run_1/cell_density.png
Drawn at 3 px/um. The die is cut into 12 by 11 equal tiles; white is low, dark blue is high, 0 to 100% covered.
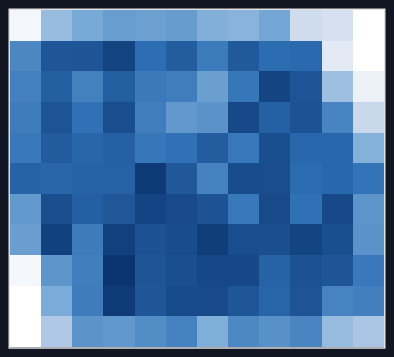
run_1/clk_routes.png
Drawn at 3 px/um.
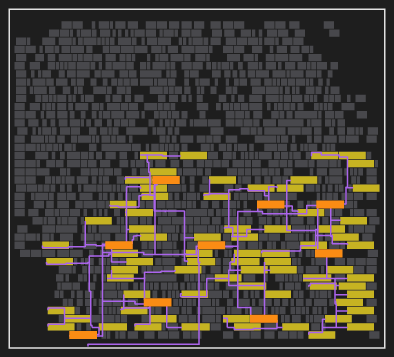
run_1/layer_met1.png
Drawn at 2 px/um. Supply wires on this layer in grey.
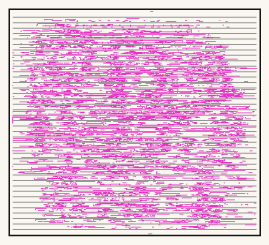
==> config.mk <==
export PLATFORM = sky130hd
export DESIGN_NAME = money_render_ctrl
export DESIGN_NICKNAME = d
export VERILOG_FILES = /design/src/rtl/money_pkg.sv /design/src/rtl/money_pallet_fsm.sv /design/src/rtl/money_render_ctrl.sv
export SDC_FILE = /design/constraint.sdc
export NUM_CORES = 1
export LEC_CHECK = 0
export CAP_MARGIN = 20
export CORE_ASPECT_RATIO = 0.9
export CORE_UTILIZATION = 59
export DETAILED_ROUTE_END_ITERATION = 8
export PLACE_DENSITY = 0.93
export RECOVER_POWER = 25
export SYNTH_ARGS = -nofsm -noshare
export SYNTH_HDL_FRONTEND = slang
export SYNTH_SLANG_ARGS = --single-unit
==> constraint.sdc <==
create_clock -name Clk -period 5.5 [get_ports Clk]
set_input_delay 0.825 -clock Clk [delete_from_list [all_inputs] [get_ports Clk]]
set_output_delay 0.825 -clock Clk [all_outputs]
set_load 0.01 [all_outputs]
==> impl_metrics.py, run 1 <==
# Physical implementation metrics
metrics = {
    "finish": {
        "syn2layout_area_growth_pct": 23.1,
        "seqCellArea_um2": 1810,
        "insertedDiodeCount": 0,
        "final_area_um2": 9840,
        "largest_register_ffs": 32,
        "nFillCells": 913,
        "comb_area_um2": 5620,
        "fin_cells": 1303,
    },
    "logic_synthesis": {
        "ys_cells": 1004,
        "fp_nets": 1221,
        "ys_ff": 72,
        "syn_area_um2": 7990,
        "top_cell": "inv_1",
        "top_cells_by_count": "116 x inv_1, 96 x ha_1, 90 x nor2_1, 66 x o21ai_0, 64 x dfrtp_1",
        "top_cells_by_area": "dfrtp_1 20%, ha_1 15%, inv_1 5.4%",
        "edf_count": 0,
    },
    "worst_setup_path": {
        "crit_path_top_delay_cell": "or4b_2",
        "r2r_slack_ns": 2.95,
        "critPathTopFamily": "simple AND/OR/NAND/NOR gates",
        "path_depth": 12,
        "r2r_cells": 7,
        "startpoint_type": "input port",
        "cp.arrival_ns": 4.51,
        "slowest_delay_ns": 0.62,
        "cp_cell_sequence": "clkdlybuf4s50_1 -> inv_1 -> ha_1 -> fa_1 -> nand2b_1 -> a21oi_1 -> a2bb2oi_1 -> o211ai_1 -> nor4_1 -> and4_1 -> or4b_2 -> a22oi_1",
        "cp_max_fo": 13,
        "cp-end-kind": "flip-flop",
        "worstPathRequired_ns": 5.76,
    },
    "power": {
        "power_leader": "combinational logic",
        "powerComb_mw": 1.72,
        "p_seq_mw": 0.883,
        "internal_power_mw": 1.86,
        "p_per_area_nw_per_um2": 329,
    },
    "global_route": {
        "busiest_layer": "met2",
        "grt_max_degree": 73,
        "grt_pass1_vias": 7770,
        "grtUsageMet3_pct": 4.43,
    },
    "timing": {
        "finalClockPeriodUsage_pct": 77.4,
        "finalSetupTns_ns": 0,
        "fmax_mhz": 235,
        "period_needed_ns": 4.26,
        "final_max_slew_viol_count": 73,
        "setup_violations": 0,
        "worstMarginPinSlew_ns": 3.83,
    },
    "floorplanning": {
        "die-height_um": 112,
        "die_x_um": 125,
    },
    "status": {
        "violations": "capacitance limit, slew limit",
        "status": "finished, violations left",
    },
    "clock_tree": {
        "root_buffer": "clkbuf_16",
        "clock_latency_ns": 0.35,
        "htree_levels": 3,
        "cts_tree": "yes",
        "cts.sinks": 72,
    },
    "drt": {
        "via_per_inst": 6.32,
        "drt-initial-drc-count": 792,
        "avgRoutedWirePerCell_um": 17.6,
    },
    "hold_path": {
        "hold_class": "flip-flop to flip-flop",
        "hold_path_depth": 1,
    },
    "job": {
        "maxCapViolCount": 1,
    },
    "placed_design": {
        "dpl-instance-area_um2": 9520,
        "port_buffers": 143,
    },
}
Back to the opening pictures, cell_density.png:
nearly empty tiles: 3.0%
tiles over 75% full: 50%
emptiest ninth of the die: upper right
mean over tiles: 69%
Pre-Place Util: 61.8%
post-layout util: 76.1%
Core ar.: 12,900 um^2

Back to the opening pictures, clk_routes.png:
[clock drivers] orange | count: 9
[clock wires] purple | length: 1,030 um
[flip-flops] yellow | count: 72
routed clock nets: 10
Clock power frac: 19.6%
Layout Skew: 0.00678 ns

Back to the opening pictures, layer_met1.png:
main direction: horizontal
wire length on this layer: 9,430 um
longest straight run: 58.9 um
met1 usage: 41.6%
WL final: 23,000 um
vias: 8,230

[run 1: cell usage in the layout, fill, tap and decap left out, drive strengths merged, types with 8 or more instances in the layout]
master	instances
a211oi	9
a21boi	8
a21o	19
a21oi	63
a31oi	14
clkbuf	12
clkdlybuf4s50	136
dfrtp	64
dfstp	8
fa	8
ha	96
inv	116
mux2	11
mux2i	9
nand2	61
nand2b	30
nand3	22
nand4	11
nor2	90
nor2b	18
nor3	31
nor4	15
o21a	12
o21ai	67
o22a	8
o31ai	16
or3	13
xnor2	15
xor2	18
[run 1: routing by layer]
metal,part of all wire [%],vias to the layer above,wire (um)
li1,-,3889,-
met1,41,3859,9430
met2,48,427,11000
met3,8.6,55,1970
met4,2.5,0,567
met5,0,-,0
[run 1: cell families after synthesis]
family	Yosys count	share of synthesized area (%)
xor+xnor	33	3.62
buf+inv	145	7.14
mux	20	2.68
simple gates	339	22.4
compound gates	291	24.4
flops	72	22.7
fa+ha+maj	104	17.0
[run 1: final cells by class]
cell class / count / area share, %
inverters: 116 / 4.42
repair buffers: 148 / 14.8
flip-flops and latches: 72 / 18.4
clock inverters: 5 / 0.826
well taps: 164 / 2.08
multi-input cells: 787 / 57.1
clock buffers: 11 / 2.36
[run 1: through the flow]
step                      power, mW  setup slack (ns)
after detailed placement       2.54             0.936
after CTS                      3.20              1.29
after global placement         2.47              1.03
final                          3.24              1.24
after floorplan                2.06              1.83
after global routing           3.46             0.791
[run 1: worst reg2reg max path, stage by stage (launching register included)]
cell and delay (ns):
dfrtp_1 0.41, inv_1 0.10, ha_1 0.26, o21ai_0 0.13, o31ai_1 0.90, a21boi_0 0.46, nor2_1 0.07, a21oi_1 0.14
==> run 2: changes to the inputs <==
--- a/config.mk
+++ b/config.mk
@@ -7,9 +7,9 @@
 export LEC_CHECK = 0
 export CAP_MARGIN = 20
 export CORE_ASPECT_RATIO = 0.9
-export CORE_UTILIZATION = 59
+export CORE_UTILIZATION = 55
 export DETAILED_ROUTE_END_ITERATION = 8
-export PLACE_DENSITY = 0.93
+export PLACE_DENSITY = 0.88
 export RECOVER_POWER = 25
 export SYNTH_ARGS = -nofsm -noshare
 export SYNTH_HDL_FRONTEND = slang
==> constraint.sdc (replaced) <==
create_clock -name Clk -period 4.1 [get_ports Clk]
set_input_delay 0.615 -clock Clk [delete_from_list [all_inputs] [get_ports Clk]]
set_output_delay 0.615 -clock Clk [all_outputs]
set_load 0.01 [all_outputs]
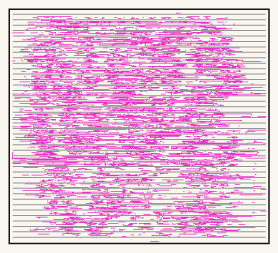
run_2/layer_met1.png
Drawn at 2 px/um. Supply wires on this layer in grey.
longest straight run: 42.8 um
nets with wire on the layer: 1,269
share of all routed wire: 44%
main direction: horizontal
wire length on this layer: 10,200 um
WL final: 23,100 um
met1 usage: 42.8%
vias: 8,107

==> impl_metrics.py, run 2 <==
# Physical implementation metrics
metrics = {
    "status": {
        "status": "finished, violations left",
        "violations": "capacitance limit, slew limit",
    },
    "logic_synthesis": {
        "yosys_area_um2": 7990,
        "ys.flop_type": "dfrtp_1",
        "ys_ff": 72,
        "edf_count": 0,
        "synthDistinctLibCells": 80,
        "async_flop_share_pct": 100,
        "syn_inst": 1004,
        "yosysTopAreaCellShare_pct": 20.0,
        "top_cells_by_area": "dfrtp_1 20%, ha_1 15%, inv_1 5.4%",
        "yosysTopAreaCell": "dfrtp_1",
        "syn_area_um2": 7990,
        "ys_cells": 1004,
        "seq_area_frac_synth_pct": 22.7,
        "top_cells_by_count": "116 x inv_1, 96 x ha_1, 90 x nor2_1, 66 x o21ai_0, 64 x dfrtp_1",
        "top_cell": "inv_1",
        "yosys_warnings": 0,
        "fp_nets": 1221,
    },
    "worst_setup_path": {
        "path_depth": 12,
        "worstPathRequired_ns": 4.32,
        "r2r_slack_ns": 1.63,
        "startpoint_type": "input port",
        "cp_max_fo": 11,
        "cp_cell_sequence": "clkdlybuf4s50_1 -> inv_1 -> ha_1 -> fa_1 -> nand2b_1 -> a211oi_1 -> mux2i_1 -> and4b_1 -> nand4b_4 -> or3_4 -> a311o_1 -> a22o_1",
        "r2r_cells": 7,
        "critical_path_buf_inv_count": 2,
        "cp-end-kind": "flip-flop",
        "path_class": "input port to flip-flop",
        "cp.arrival_ns": 4.05,
        "critPathTopFamily": "simple AND/OR/NAND/NOR gates",
        "slowest_delay_ns": 0.48,
        "crit_path_top_delay_cell": "or3_4",
    },
    "power": {
        "swShare_pct": 42.1,
        "internal_power_mw": 2.53,
        "power.leakage_nw": 4.59,
        "power_frac_seq_pct": 27.4,
        "clkPwrFrac_pct": 19.4,
        "peakVddDrop_mv": 0.300,
        "p_per_area_nw_per_um2": 435,
        "p_total_mw": 4.36,
        "p_switching_mw": 1.84,
    },
    "hold_path": {
        "hold_class": "flip-flop to flip-flop",
        "hold_path_depth": 1,
    },
    "finish": {
        "fin_nets": 1369,
        "largest_register_ffs": 32,
        "final_cell_mix": "136 x clkdlybuf4s50_1, 116 x inv_1, 96 x ha_1",
        "layout_top_cell": "clkdlybuf4s50_1",
        "syn2layout_area_growth_pct": 25.4,
        "insertedDiodeCount": 0,
    },
    "timing": {
        "fmax_mhz": 261,
        "finalClockPeriodUsage_pct": 93.6,
        "rsz0062_at_grt": "no",
        "setup_violations": 0,
        "finalSetupTns_ns": 0,
        "finalHoldViolCount": 0,
        "final_max_slew_viol_count": 73,
        "worstMarginPinSlew_ns": 1.73,
        "fin_skew_ns": 0.00653,
        "period_needed_ns": 3.84,
    },
    "clock_tree": {
        "clk_pin_slew_worst_paths_ns": 0.06,
        "htree_levels": 3,
        "cts.sinks": 72,
        "cts_tree": "yes",
        "ctsHoldBuffers": 0,
        "clock_latency_ns": 0.33,
        "numCtsBuffers": 9,
        "clock_path_buffers": 2,
        "root_buffer": "clkbuf_16",
        "cts.repair.resized": 0,
    },
    "global_route": {
        "grt_pass1_vias": 7498,
        "grt_use_total_pct": 31.1,
        "grt_pass1_wl_um": 36400,
        "grt_max_degree": 73,
        "antenna_found_initial": 0,
    },
    "job": {
        "warning_count": 42,
        "maxCapViolCount": 1,
    },
    "drt": {
        "via_per_inst": 6.01,
        "ant_nets": 0,
        "drt-initial-drc-count": 661,
        "avgRoutedWirePerCell_um": 17.1,
        "dr.pass1.iters": 5,
    },
    "floorplanning": {
        "die_x_um": 129,
        "core-area_um2": 14100,
        "fp-utilization_pct": 56.7,
        "die-height_um": 116,
        "io_pins": 144,
    },
    "placed_design": {
        "place.gp.congestion": 0.970,
        "port_buffers": 143,
        "dp_hpwl_um": 18000,
    },
}
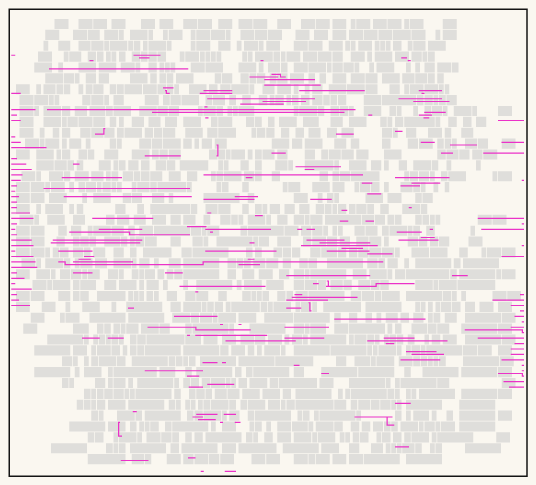
run_2/layer_met3.png
Drawn at 4 px/um. Cells faint in the background.
wire length on this layer: 1,500 um
share of all routed wire: 6.5%
met3 usage: 3.39%

==> run 2: cells by family (layout without fill, tap and decap cells) <==
logic type / Yosys count / count (layout) / synth area share, %
muxes: 20 / 20 / 2.68
adders and majority gates: 104 / 104 / 17.0
DFF: 72 / 72 / 22.7
xor gates and xnor gates: 33 / 33 / 3.62
buffers and inverters: 145 / 298 / 7.14
AOI/OAI and AO/OA: 291 / 291 / 24.4
and+or+nand+nor: 339 / 339 / 22.4
==> run 2: area by class of cell <==
cell class              count  area (um^2)
multi-input cells         787         5620
clock inverters             6         92.6
well taps                 193          241
clock buffers              10          229
fillers                  1115         4090
repair buffers            166         1590
inverters                 116          435
flip-flops and latches     72         1810
==> run 2: per-layer routing <==
layer,part of all wire (%),routed length [um],up-vias,global-route usage (%)
met3,6.5,1500,46,3.39
met5,0,0,-,0
met1,44,10200,3805,42.8
met4,2.2,507,0,8.71
li1,-,-,3931,-
met2,47,10800,325,52.0
==> run 2: power groups by stage <==
| stage | Combinational, mW | Clock, mW | Sequential (mW) |
|---|---|---|---|
| detailed placement | 2.24 | 0 | 1.20 |
| finish | 2.32 | 0.848 | 1.20 |
| CTS | 2.29 | 0.857 | 1.19 |
| floorplan | 1.60 | 0 | 1.15 |
| global placement | 2.16 | 0 | 1.19 |
| global route | 2.58 | 0.887 | 1.23 |
==> run 2: through the flow <==
step	hold slack, ns	utilization, %	area, um^2	worst slack, ns	std cells
after floorplan	0.319	-	7990	0.637	1004
after global placement	0.466	68.7	9690	0.0799	1332
after detailed placement	0.484	68.7	9690	-0.0470	1332
after CTS	0.441	71.0	10000	0.281	1348
after global routing	0.525	71.0	10000	0.0407	1350
final	0.515	71.0	10000	0.264	1350
No activity file was given, so power comes from the tool's default toggle rates.
